run_1/gate_families.png
Bar = 20 um.
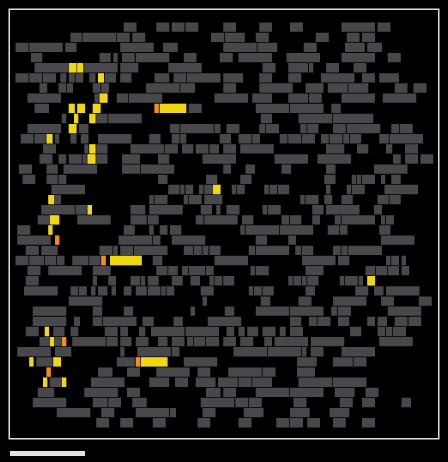
run_1/met4.png
Bar = 20 um.
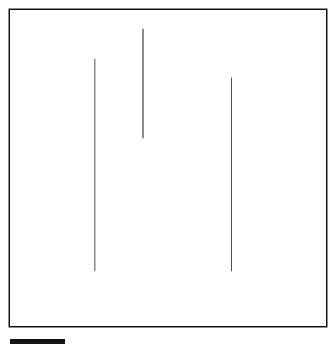
run_1/final_placement.png
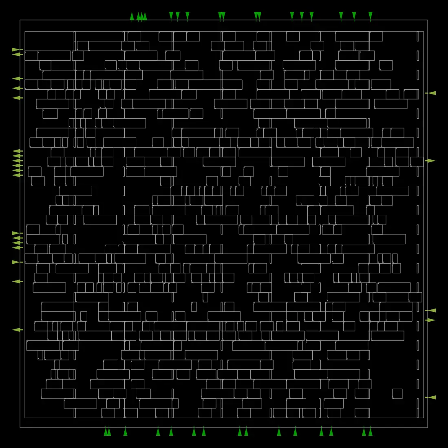
## config.mk

```make
export PLATFORM = sky130hd
export DESIGN_NAME = adc_lvds_tx
export DESIGN_NICKNAME = d
export VERILOG_FILES = /design/src/rtl/adc_lvds_pkg.sv /design/src/rtl/adc_lvds_tx_lane.sv /design/src/rtl/adc_lvds_tx.sv
export SDC_FILE = /design/constraint.sdc
export NUM_CORES = 1
export LEC_CHECK = 0
export ABC_AREA = 0
export CAP_MARGIN = 40
export CELL_PAD_IN_SITES_DETAIL_PLACEMENT = 0
export CELL_PAD_IN_SITES_GLOBAL_PLACEMENT = 1
export CORE_UTILIZATION = 40
export CTS_BUF_LIST = sky130_fd_sc_hd__clkbuf_8
export DETAILED_ROUTE_END_ITERATION = 12
export PLACE_DENSITY_LB_ADDON = 0.05
export SYNTH_ARGS = -nofsm -noshare
export SYNTH_HDL_FRONTEND = slang
export SYNTH_HIERARCHICAL = 1
export SYNTH_SLANG_ARGS = --single-unit
```

## constraint.sdc

```tcl
create_clock -name clk -period 3.15 [get_ports clk]
set_input_delay 0.63 -clock clk [delete_from_list [all_inputs] [get_ports clk]]
set_output_delay 0.63 -clock clk [all_outputs]
set_load 0.01 [all_outputs]
```

## src/rtl/adc_lvds_pkg.sv

```systemverilog
// Shared encodings for the LVDS ADC transmit model: link modes, FSM states, PRBS-9 constants.
package adc_lvds_pkg;

    typedef enum logic [1:0] {
        MODE_DATA   = 2'd0,
        MODE_RAMP   = 2'd1,
        MODE_DESKEW = 2'd2,
        MODE_SYNC   = 2'd3
    } mode_e;

    typedef enum logic {
        IDLE = 1'b0,
        RUN  = 1'b1
    } state_e;

    localparam logic [8:0]  PRBS9_SEED   = 9'h1FF;
    localparam int unsigned PRBS9_TAP_HI = 8;
    localparam int unsigned PRBS9_TAP_LO = 4;

    // x^9 + x^5 + 1; the outgoing bit is the current state MSB.
    function automatic logic [8:0] prbs9_step(input logic [8:0] s);
        return {s[7:0], s[PRBS9_TAP_HI] ^ s[PRBS9_TAP_LO]};
    endfunction

endpackage

```

## src/rtl/adc_lvds_tx_lane.sv

```systemverilog
// One serial lane: frame-source mux, held-sample register and MSB-first shift register.
module adc_lvds_tx_lane
    import adc_lvds_pkg::*;
#(
    parameter int unsigned DATA_WIDTH  = 14,
    parameter bit          INVERT_SYNC = 1'b0
) (
    input  logic                  i_clk,
    input  logic                  i_rst_n,
    input  logic                  i_load,
    input  logic                  i_shift,
    input  mode_e                 i_mode,
    input  logic [DATA_WIDTH-1:0] i_sample,
    input  logic                  i_valid,
    input  logic [DATA_WIDTH-1:0] i_ramp,
    input  logic [DATA_WIDTH-1:0] i_sync_word,
    output logic                  o_dout
);

    localparam logic [DATA_WIDTH-1:0] DESKEW_WORD = {(DATA_WIDTH/2){2'b10}};

    logic [DATA_WIDTH-1:0] r_shift;
    logic [DATA_WIDTH-1:0] r_held;
    logic [DATA_WIDTH-1:0] w_frame;

    always_comb begin
        w_frame = r_held;
        unique case (i_mode)
            MODE_DATA:   w_frame = i_valid ? i_sample : r_held;
            MODE_RAMP:   w_frame = i_ramp;
            MODE_DESKEW: w_frame = DESKEW_WORD;
            MODE_SYNC:   w_frame = i_sync_word ^ {DATA_WIDTH{INVERT_SYNC}};
        endcase
    end

    always_ff @(posedge i_clk or negedge i_rst_n) begin
        if (!i_rst_n) begin
            r_shift <= '0;
            r_held  <= '0;
        end else begin
            if (i_load && (i_mode == MODE_DATA) && i_valid)
                r_held <= i_sample;
            // Shifting zeros in leaves the register empty once the last bit is out.
            if (i_load)
                r_shift <= w_frame;
            else if (i_shift)
                r_shift <= {r_shift[DATA_WIDTH-2:0], 1'b0};
        end
    end

    assign o_dout = r_shift[DATA_WIDTH-1];

endmodule

```

## src/rtl/adc_lvds_tx.sv

```systemverilog
// LVDS ADC link transmitter: SDR serializer with frame clock, test patterns and underflow tracking.
// Define ADC_LVDS_TX_PRBS_EN to send PRBS-9 in mode 3 instead of the sync word.
module adc_lvds_tx
    import adc_lvds_pkg::*;
#(
    parameter int unsigned DATA_WIDTH  = 14,
    parameter int unsigned NUM_LANES   = 2,
    parameter int unsigned UFLOW_CNT_W = 16
) (
    input  logic                            clk,
    input  logic                            reset_n,
    input  logic                            en,
    input  logic [1:0]                      mode,
    input  logic [NUM_LANES*DATA_WIDTH-1:0] s_data,
    input  logic                            s_valid,
    output logic                            s_ready,
    output logic [NUM_LANES-1:0]            dout,
    output logic                            fclk,
    output logic                            underflow,
    output logic [UFLOW_CNT_W-1:0]          underflow_cnt
);

    localparam int unsigned    CNT_W = $clog2(DATA_WIDTH);
    localparam logic [CNT_W-1:0] LAST = CNT_W'(DATA_WIDTH - 1);
    localparam logic [CNT_W-1:0] HALF = CNT_W'(DATA_WIDTH / 2);

    state_e                 r_state, w_state_nxt;
    logic [CNT_W-1:0]       r_bit_cnt, w_bit_cnt_nxt, w_bit_cnt_inc;
    logic                   r_fclk, w_fclk_nxt;
    logic                   w_load;
    logic                   w_starve;
    logic [DATA_WIDTH-1:0]  r_ramp;
    logic                   r_underflow;
    logic [UFLOW_CNT_W-1:0] r_uflow_cnt;
    logic [DATA_WIDTH-1:0]  w_sync_word;
    mode_e                  w_mode;

    assign w_mode        = mode_e'(mode);
    assign w_bit_cnt_inc = r_bit_cnt + 1'b1;

    always_ff @(posedge clk or negedge reset_n) begin
        if (!reset_n) begin
            r_state   <= IDLE;
            r_bit_cnt <= '0;
            r_fclk    <= 1'b0;
        end else begin
            r_state   <= w_state_nxt;
            r_bit_cnt <= w_bit_cnt_nxt;
            r_fclk    <= w_fclk_nxt;
        end
    end

    always_comb begin
        w_state_nxt   = r_state;
        w_bit_cnt_nxt = '0;
        w_fclk_nxt    = 1'b0;
        w_load        = 1'b0;
        unique case (r_state)
            IDLE: begin
                if (en) begin
                    w_load      = 1'b1;
                    w_state_nxt = RUN;
                    w_fclk_nxt  = 1'b1;
                end
            end
            RUN: begin
                if (r_bit_cnt == LAST) begin
                    if (en) begin
                        w_load     = 1'b1;
                        w_fclk_nxt = 1'b1;
                    end else begin
                        w_state_nxt = IDLE;
                    end
                end else begin
                    w_bit_cnt_nxt = w_bit_cnt_inc;
                    w_fclk_nxt    = (w_bit_cnt_inc < HALF);
                end
            end
        endcase
    end

    // Gated with reset so the handshake reads idle while reset is held, whatever en does.
    assign s_ready  = w_load & reset_n;
    assign w_starve = w_load && (w_mode == MODE_DATA) && !s_valid;

    always_ff @(posedge clk or negedge reset_n) begin
        if (!reset_n) begin
            r_ramp      <= '0;
            r_underflow <= 1'b0;
            r_uflow_cnt <= '0;
        end else begin
            if (w_load && (w_mode == MODE_RAMP))
                r_ramp <= r_ramp + 1'b1;
            r_underflow <= w_starve;
            if (w_starve && (r_uflow_cnt != '1))
                r_uflow_cnt <= r_uflow_cnt + 1'b1;
        end
    end

`ifdef ADC_LVDS_TX_PRBS_EN
    logic [8:0] r_prbs, w_prbs_walk;

    // Whole frame of PRBS bits is unrolled at load time; equivalent to one step per bit.
    always_comb begin
        w_prbs_walk = r_prbs;
        w_sync_word = '0;
        for (int unsigned i = 0; i < DATA_WIDTH; i++) begin
            w_sync_word[DATA_WIDTH-1-i] = w_prbs_walk[PRBS9_TAP_HI];
            w_prbs_walk                 = prbs9_step(w_prbs_walk);
        end
    end

    always_ff @(posedge clk or negedge reset_n) begin
        if (!reset_n)
            r_prbs <= PRBS9_SEED;
        else if (w_load && (w_mode == MODE_SYNC))
            r_prbs <= w_prbs_walk;
    end
`else
    assign w_sync_word = {{(DATA_WIDTH/2){1'b1}}, {(DATA_WIDTH/2){1'b0}}};
`endif

    for (genvar n = 0; n < NUM_LANES; n++) begin : g_lane
`ifdef ADC_LVDS_TX_PRBS_EN
        localparam bit LANE_INV = bit'(n % 2);
`else
        localparam bit LANE_INV = 1'b0;
`endif
        adc_lvds_tx_lane #(
            .DATA_WIDTH  (DATA_WIDTH),
            .INVERT_SYNC (LANE_INV)
        ) u_lane (
            .i_clk       (clk),
            .i_rst_n     (reset_n),
            .i_load      (w_load),
            .i_shift     (r_state == RUN),
            .i_mode      (w_mode),
            .i_sample    (s_data[n*DATA_WIDTH +: DATA_WIDTH]),
            .i_valid     (s_valid),
            .i_ramp      (r_ramp),
            .i_sync_word (w_sync_word),
            .o_dout      (dout[n])
        );
    end

    assign fclk          = r_fclk;
    assign underflow     = r_underflow;
    assign underflow_cnt = r_uflow_cnt;

endmodule

```

==> Implementation_results.wiki, run 1 <==
== Flow metrics ==
{| class="wikitable"
! Metric !! Value
|-
| Run status || complete, no violations
|-
| Biggest fanout along the worst timing path || 8
|-
| Post-place instance area || 5850 um2
|-
| Flip-flops with a built-in enable || 0
|-
| DR vias || 3442
|-
| Area occupied by registers || 2330 um2
|-
| Number of logged tool warnings || 28
|-
| Length of routed met2 wiring || 4820 um
|-
| Critical Path RT || 2520 ps
|-
| Layout non-clock buf frac || 10.3%
|-
| Fin crit period || 2820 ps
|-
| Clock-pin slew on the worst setup and hold paths || 90 ps
|-
| Number of hold-repair buffers added at the cts stage || 0
|-
| Summed negative setup slack over all endpoints || 0 ps
|-
| Effective utilization at floorplan || between 40% and 50%
|-
| Share of cells above drive strength 1 || 12.5%
|-
| Critical Path Stages || 6
|-
| Slowest cell on crit path || sky130_fd_sc_hd__clkdlybuf4s50_1
|-
| Cell count after placement || ~660
|-
| Setup repair after global routing missed its margin || no
|-
| Yosys top cell area share || 45.8%
|-
| Slew of the pin with the lowest slew margin || slightly above 800 ps
|-
| Hpwl dp || 7330 um
|-
| GP Congestion || between 0.7 and 0.8
|-
| Cell count after synthesis || 428
|-
| Largest net degree at the start of global routing || between 60 and 70
|-
| Commonest cells after routing, fill and taps aside || sky130_fd_sc_hd__dfrtp_1 (93), sky130_fd_sc_hd__mux2i_1 (68), sky130_fd_sc_hd__clkdlybuf4s50_1 (52), sky130_fd_sc_hd__conb_1 (28), sky130_fd_sc_hd__mux2_4 (20)
|-
| Mean post-synth cell area || 11.9 um2
|-
| Count of unresolved DRC violations after routing || 0
|-
| Maximum vdd drop || between 200 and 300 uV
|-
| Number of setup violations in the final report || 0
|-
| Setup crit start || r_bit_cnt[1]
|-
| Area taken by multi-input logic gates || 2670 um2
|-
| Routed wire length || 10500 um
|-
| Leading cell category by total area || combinational gates
|-
| WP data arrival || between 2000 and 2500 ps
|-
| I/O pin cnt || between 50 and 60
|-
| Final cycle utilization of the critical path || 89.4%
|-
| Power per cell area || 546 nW/um2
|-
| Startpoint of the worst register-to-register path || r_bit_cnt[1]
|-
| Non-clock inverter instance count of the final layout || 6
|-
| Worst Setup Slack post-DPL || 418 ps
|-
| Multi-In Gates || about 330
|-
| Clock Tree Root || sky130_fd_sc_hd__clkbuf_8
|-
| Diode count || 1
|-
| Top cells by area, synth || sky130_fd_sc_hd__dfrtp_1 (46%), sky130_fd_sc_hd__mux2i_1 (13%), sky130_fd_sc_hd__mux2_4 (5.9%)
|-
| Post-synth regs || 93
|-
| Die Size || 13200 um2
|-
| Layout Area Growth over Synthesis || 18.7%
|-
| Capturing element type of the critical path || output pin
|-
| Internal reg-to-reg setup slack || 540 ps
|-
| Non-clock buffer count || 66
|-
| Top Family by Delay on Critical Path || simple AND/OR/NAND/NOR gates
|-
| GR Util All Layers || between 15 and 20%
|-
| Routed metal-1 wirelength || 5220 um
|-
| Wire length per cell after detailed routing || 15.4 um
|-
| Met3 Routed Length || 264 um
|-
| Reported max-cap violation count || 0
|-
| Fin area || 6040 um2
|-
| Count of final max-slew check failures || 0
|-
| Vias in the first global route || 3519
|-
| Last element of the critical path || s_ready
|-
| Count of instantiated cells in the yosys netlist || 428
|-
| Overflow after GRT || 0
|-
| Number of cell instances on the worst register-to-register path || 8
|-
| Critical Path, Cell by Cell || inv_1 -> ha_1 -> nand3_1 -> nand2_1 -> and3_1 -> clkdlybuf4s50_1
|-
| Most used routing layer in global routing || met2
|-
| Largest stage delay, worst path || 540 ps
|-
| Worst Skew || 10.0 ps
|-
| Overall Power || 0.00330 W
|-
| Worst-case hold slack || 342 ps
|-
| Final clock-cell share || approximately 3.1%
|-
| Source-to-sink clock delay at the later pin of the worst-skew pair || ~370 ps
|-
| Type of the worst min-delay path || primary input to async pin
|-
| Top routing layer used || met4
|-
| Clock sink total || 93
|-
| Most used flip-flop cell || sky130_fd_sc_hd__dfrtp_1
|-
| Number of DRC markers in iteration 0 || between 100 and 150
|-
| Total count of hold-check failures in the final report || 0
|-
| Remaining antenna violation count || 0
|-
| Count of buffers inserted at the top-level ports || roughly 54
|-
| Leakage || 3.14 nW
|-
| Highest clock rate || 355 MHz
|-
| Number of gates given a new drive strength after cts || 0
|-
| Post-CTS Setup Repair Bufs || 0
|-
| Type of the setup path with the least slack || flip-flop to output pin
|-
| Part of the Yosys area used for sequential elements || 45.8%
|-
| M3 GR Usage || about 2.8%
|-
| Die outline height || 115 um
|-
| Met2 demand-to-capacity share in global routing || 27.4%
|-
| PnR worst setup slack || 332 ps
|-
| Post-detailed-route via-to-cell ratio || 5.06
|-
| Num CTS Buffers || 9
|-
| Cell accounting for the most synthesized area || sky130_fd_sc_hd__dfrtp_1
|-
| Most popular library cell in the synthesized design by count || sky130_fd_sc_hd__dfrtp_1
|-
| Maximum buffer depth of the clock tree || 2
|-
| Max H-tree Level || 3
|}
## Picture notes: gate_families.png
[NOR gates] yellow | cells: 28 | most used: nor2_1
[inverters] orange | cells: 6 | most used: inv_1
top logic cell by instance count in the layout: sky130_fd_sc_hd__dfrtp_1
fraction of area in multi-input gates: 44.2%
final cell count without fillers: 680

## Picture notes: met4.png
wire length on this layer: 186 um
share of all routed wire: 1.8%
nets with wire on the layer: 2
main direction: vertical

## Picture notes: final_placement.png
fraction of standard cell area that is sequential: 38.5%
fraction of the core area covered by cells at the end of the flow: 49.4%
Well-Tap Cells: 168
placeable core region: 12200 um2
FILL cells: 1157

[run 1: power breakdown]
group          leakage, nW  switching [W]  internal (W)
Sequential            1.26       0.000172       0.00147
Combinational         1.76       0.000382      0.000487
Clock                0.113       0.000409      0.000376
[run 1: cell families (layout without fill, tap and decap cells)]
family / after synthesis / in the layout / share of synthesized area, %
muxes: 99 / 99 / 21.7
and+or+nand+nor: 96 / 96 / 11.7
DFF: 93 / 93 / 45.8
AOI/OAI and AO/OA: 73 / 73 / 10.7
buffers and inverters: 31 / 88 / 3.74
xor gates and xnor gates: 29 / 29 / 4.99
adders and majority gates: 5 / 5 / 1.23
other: 2 / 29 / 0.148
==> run 2: changes to the inputs <==
--- a/config.mk
+++ b/config.mk
@@ -11,2 +11,3 @@
 export CELL_PAD_IN_SITES_GLOBAL_PLACEMENT = 1
+export CORE_MARGIN = 2
 export CORE_UTILIZATION = 40
@@ -14,3 +15,3 @@
 export DETAILED_ROUTE_END_ITERATION = 12
-export PLACE_DENSITY_LB_ADDON = 0.05
+export PLACE_DENSITY_LB_ADDON = 0.1
 export SYNTH_ARGS = -nofsm -noshare
==> constraint.sdc (replaced) <==
create_clock -name clk -period 3.15 [get_ports clk]
set_input_delay 0.7875 -clock clk [delete_from_list [all_inputs] [get_ports clk]]
set_output_delay 0.7875 -clock clk [all_outputs]
set_load 0.01 [all_outputs]
run_2/final_placement.png
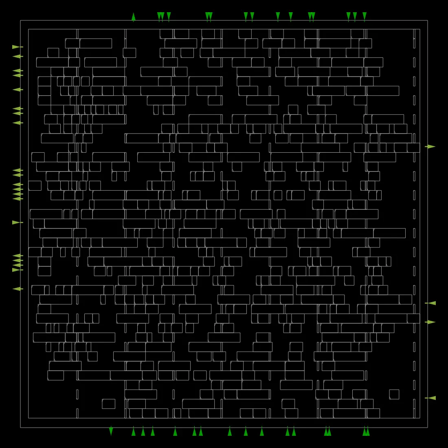
fraction of the core area covered by cells at the end of the flow: 49.0%
FILL cells: 1170

run_2/cell_classes.png
Bar = 20 um. Fill, decap, tap and diode cells in gray.
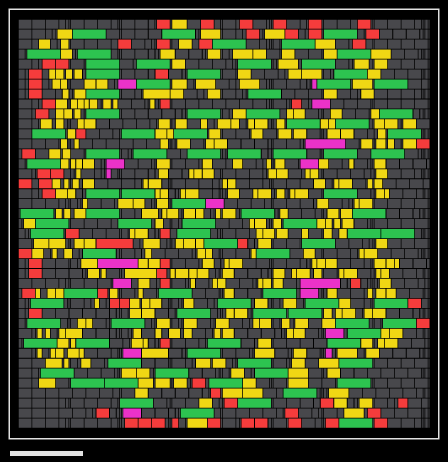
[flip-flops] green | cells: 93 | share of their area: 39%
[clock drivers and dummy loads] magenta | cells: 16 | share of their area: 4.1%
[other buffers and delay cells] red | cells: 69 | share of their area: 11%
[all other logic] yellow | cells: 336 | share of their area: 45%
fraction of standard cell area that is sequential: 37.9%
fin area: 6140 um2
FP Rows: 41
placeable core region: 12500 um2

==> Implementation_results.wiki, run 2 <==
== Flow metrics ==
{| class="wikitable"
! Metric !! Value
|-
| Run status || complete, no violations
|-
| Cell count after synthesis || 428
|-
| Post-CTS Setup Repair Bufs || 0
|-
| Routed wire length || 10600 um
|-
| Fin crit period || 2950 ps
|-
| Relative contribution of sequential cells to total power || 47.0%
|-
| Setup repair after global routing missed its margin || no
|-
| Power attributed to the clock group || 0.000968 W
|-
| Post-detailed-route via-to-cell ratio || between 5 and 6
|-
| Reported max-cap violation count || 0
|-
| Mean post-synth cell area || 11.9 um2
|-
| Most popular library cell in the synthesized design by count || sky130_fd_sc_hd__dfrtp_1
|-
| Count of unresolved DRC violations after routing || 0
|-
| Slowest cell on crit path || sky130_fd_sc_hd__clkdlybuf4s50_1
|-
| Number of hold-repair buffers added at the cts stage || 0
|-
| Worst Setup Slack post-DPL || 248 ps
|-
| Multi-In Gates || 330
|-
| Worst Skew || 9.19 ps
|-
| Async S/R FF share, synth || 100%
|-
| Leading cell category by total area || combinational gates
|-
| Count of final max-slew check failures || 0
|-
| Number of DRC markers in iteration 0 || 195
|-
| Post-synth regs || 93
|-
| Most frequent cells after synthesis || sky130_fd_sc_hd__dfrtp_1 (93), sky130_fd_sc_hd__mux2i_1 (68), sky130_fd_sc_hd__mux2_4 (20), sky130_fd_sc_hd__xor2_1 (17), sky130_fd_sc_hd__nand2b_1 (16)
|-
| Setup crit start || r_bit_cnt[1]
|-
| Critical Path Stages || 6
|-
| Hpwl dp || 7470 um
|-
| Cell internal pwr || 0.00251 W
|-
| Layout Area Growth over Synthesis || 20.7%
|-
| Area of the mapped netlist || about 5100 um2
|-
| Largest stage delay, worst path || ~530 ps
|-
| Maximum buffer depth of the clock tree || 2
|-
| Last element of the critical path || s_ready
|-
| Layout non-clock buf frac || 10.8%
|-
| Post-synth area from yosys stat || 5090 um2
|-
| Buffers and inverters on the worst path || 2
|-
| Die outline height || 117 um
|-
| Switching power share of the total || 28.1%
|-
| Area taken by multi-input logic gates || roughly 2700 um2
|-
| Distinct cell type count of the synthesized netlist || slightly above 40
|-
| Remaining antenna violation count || 0
|-
| Clock Power Share || 27.8%
|-
| Top logic cell by instance count in the layout || sky130_fd_sc_hd__dfrtp_1
|-
| Seq_cells || ~93
|-
| Headroom to the max-slew limit || 61.9%
|-
| First-pass GRT wire length || 17100 um
|-
| Part of the Yosys area used for sequential elements || 45.8%
|-
| Number of logged tool warnings || 28
|-
| Highest clock rate || roughly 340 MHz
|-
| Top cells by area, synth || sky130_fd_sc_hd__dfrtp_1 (46%), sky130_fd_sc_hd__mux2i_1 (13%), sky130_fd_sc_hd__mux2_4 (5.9%)
|-
| GP Congestion || 0.828
|-
| Sequential-cell power consumption || 0.00164 W
|-
| Cell accounting for the most synthesized area || sky130_fd_sc_hd__dfrtp_1
|-
| Clock buf count || 10
|-
| Final cell count without fillers || 686
|-
| I/O pin cnt || ~55
|-
| Total count of hold-check failures in the final report || 0
|-
| Most used flip-flop cell || sky130_fd_sc_hd__dfrtp_1
|-
| Biggest fanout along the worst timing path || 8
|-
| Terminus of the critical flop-to-flop path || g_lane[0].u_lane/r_held[1]
|-
| Vias in the first global route || roughly 3400
|-
| Net switching power of the design || just under 0.001 W
|-
| Number of gates given a new drive strength after cts || 0
|-
| Largest net degree at the start of global routing || ~56
|-
| Effective utilization at floorplan || 40.6%
|-
| Type of the worst min-delay path || primary input to async pin
|-
| Top non-seq family || multiplexers
|-
| Post-place instance area || 5900 um2
|-
| Number of antenna violations at the first check in global routing || 0
|-
| Number of setup violations in the final report || 0
|-
| Logic pwr share || 25.2%
|-
| Power per cell area || approximately 570 nW/um2
|-
| Max H-tree Level || 3
|-
| Non-clock inverter instance count of the final layout || 6
|-
| Capturing element type of the critical path || output pin
|-
| Summed negative setup slack over all endpoints || 0 ps
|-
| Adder Area Share || 1.23%
|-
| Startpoint of the worst register-to-register path || r_bit_cnt[1]
|-
| Count of buffers inserted at the top-level ports || 54
|-
| Final #Nets || 548
|-
| Count of instantiated cells in the yosys netlist || between 400 and 500
|-
| Slew of the pin with the lowest slew margin || approximately 570 ps
|-
| Non-clock buffer count || 69
|-
| Internal reg-to-reg setup slack || 520 ps
|-
| Leakage || 3.18 nW
|-
| Number of cell instances on the worst register-to-register path || 8
|-
| Cell count after placement || 670
|-
| Clock-pin slew on the worst setup and hold paths || 100 ps
|-
| GR Util All Layers || about 16%
|-
| Num CTS Buffers || 9
|-
| Source-to-sink clock delay at the later pin of the worst-skew pair || 370 ps
|-
| Critical Path RT || 2360 ps
|-
| Type of the setup path with the least slack || flip-flop to output pin
|-
| Die Size || about 14000 um2
|-
| Yosys top cell area share || 45.8%
|-
| Overflow after GRT || 0
|-
| Top Consumer || registers
|-
| Flip-flops with a built-in enable || 0
|-
| Wire length per cell after detailed routing || 15.5 um
|-
| Diode count || 0
|-
| Clock sink total || around 93
|-
| Maximum vdd drop || 253 uV
|-
| Well-Tap Cells || 172
|-
| Die X-Extent || 117 um
|-
| TritonCTS clock tree || yes
|-
| Combinational logic power || slightly below 0.0009 W
|-
| Commonest cells after routing, fill and taps aside || sky130_fd_sc_hd__dfrtp_1 (93), sky130_fd_sc_hd__mux2i_1 (68), sky130_fd_sc_hd__clkdlybuf4s50_1 (52), sky130_fd_sc_hd__conb_1 (28), sky130_fd_sc_hd__mux2_4 (20)
|-
| PnR worst setup slack || 205 ps
|-
| Final clock-cell share || 3.91%
|-
| Area share of and-or/or-and cells after synthesis || a little over a tenth
|-
| DR vias || 3458
|-
| Fraction of area in multi-input gates || 43.4%
|-
| Overall Power || approximately 0.0035 W
|-
| Worst-case hold slack || 477 ps
|-
| Share of cells above drive strength 1 || 13.6%
|-
| Mux contribution to synthesized area || 21.7%
|-
| Area occupied by registers || between 2000 and 2500 um2
|-
| WP data arrival || 2160 ps
|-
| Count of yosys warnings during synthesis || 6
|-
| Post-Synth XOR/XNOR Area || 4.99%
|-
| Top Family by Delay on Critical Path || simple AND/OR/NAND/NOR gates
|-
| Critical Path, Cell by Cell || inv_1 -> ha_1 -> nand3_1 -> nand2_1 -> and3_1 -> clkdlybuf4s50_1
|-
| Clock Tree Root || sky130_fd_sc_hd__clkbuf_8
|-
| Final cycle utilization of the critical path || 93.5%
|-
| Simple-Gate Fraction of Synth Area || 11.7%
|}
[run 2: layer usage]
layer	part of all wire [%]	global-route usage, %	vias to the layer above	wire (um)
met4	1.4	6.35	0	148
met1	50	23.4	1699	5300
met5	0	0	-	0
li1	-	-	1702	-
met2	46	24.6	45	4850
met3	3.0	3.22	12	315
[run 2: cells by family (layout without fill, tap and decap cells)]
| logic type | Yosys count | count (layout) |
|---|---|---|
| AOI/OAI and AO/OA | 73 | 73 |
| xor gates and xnor gates | 29 | 29 |
| adders and majority gates | 5 | 5 |
| buffers and inverters | 31 | 91 |
| DFF | 93 | 93 |
| muxes | 99 | 99 |
| other | 2 | 28 |
| and+or+nand+nor | 96 | 96 |
Power and IR drop assume default switching activity.
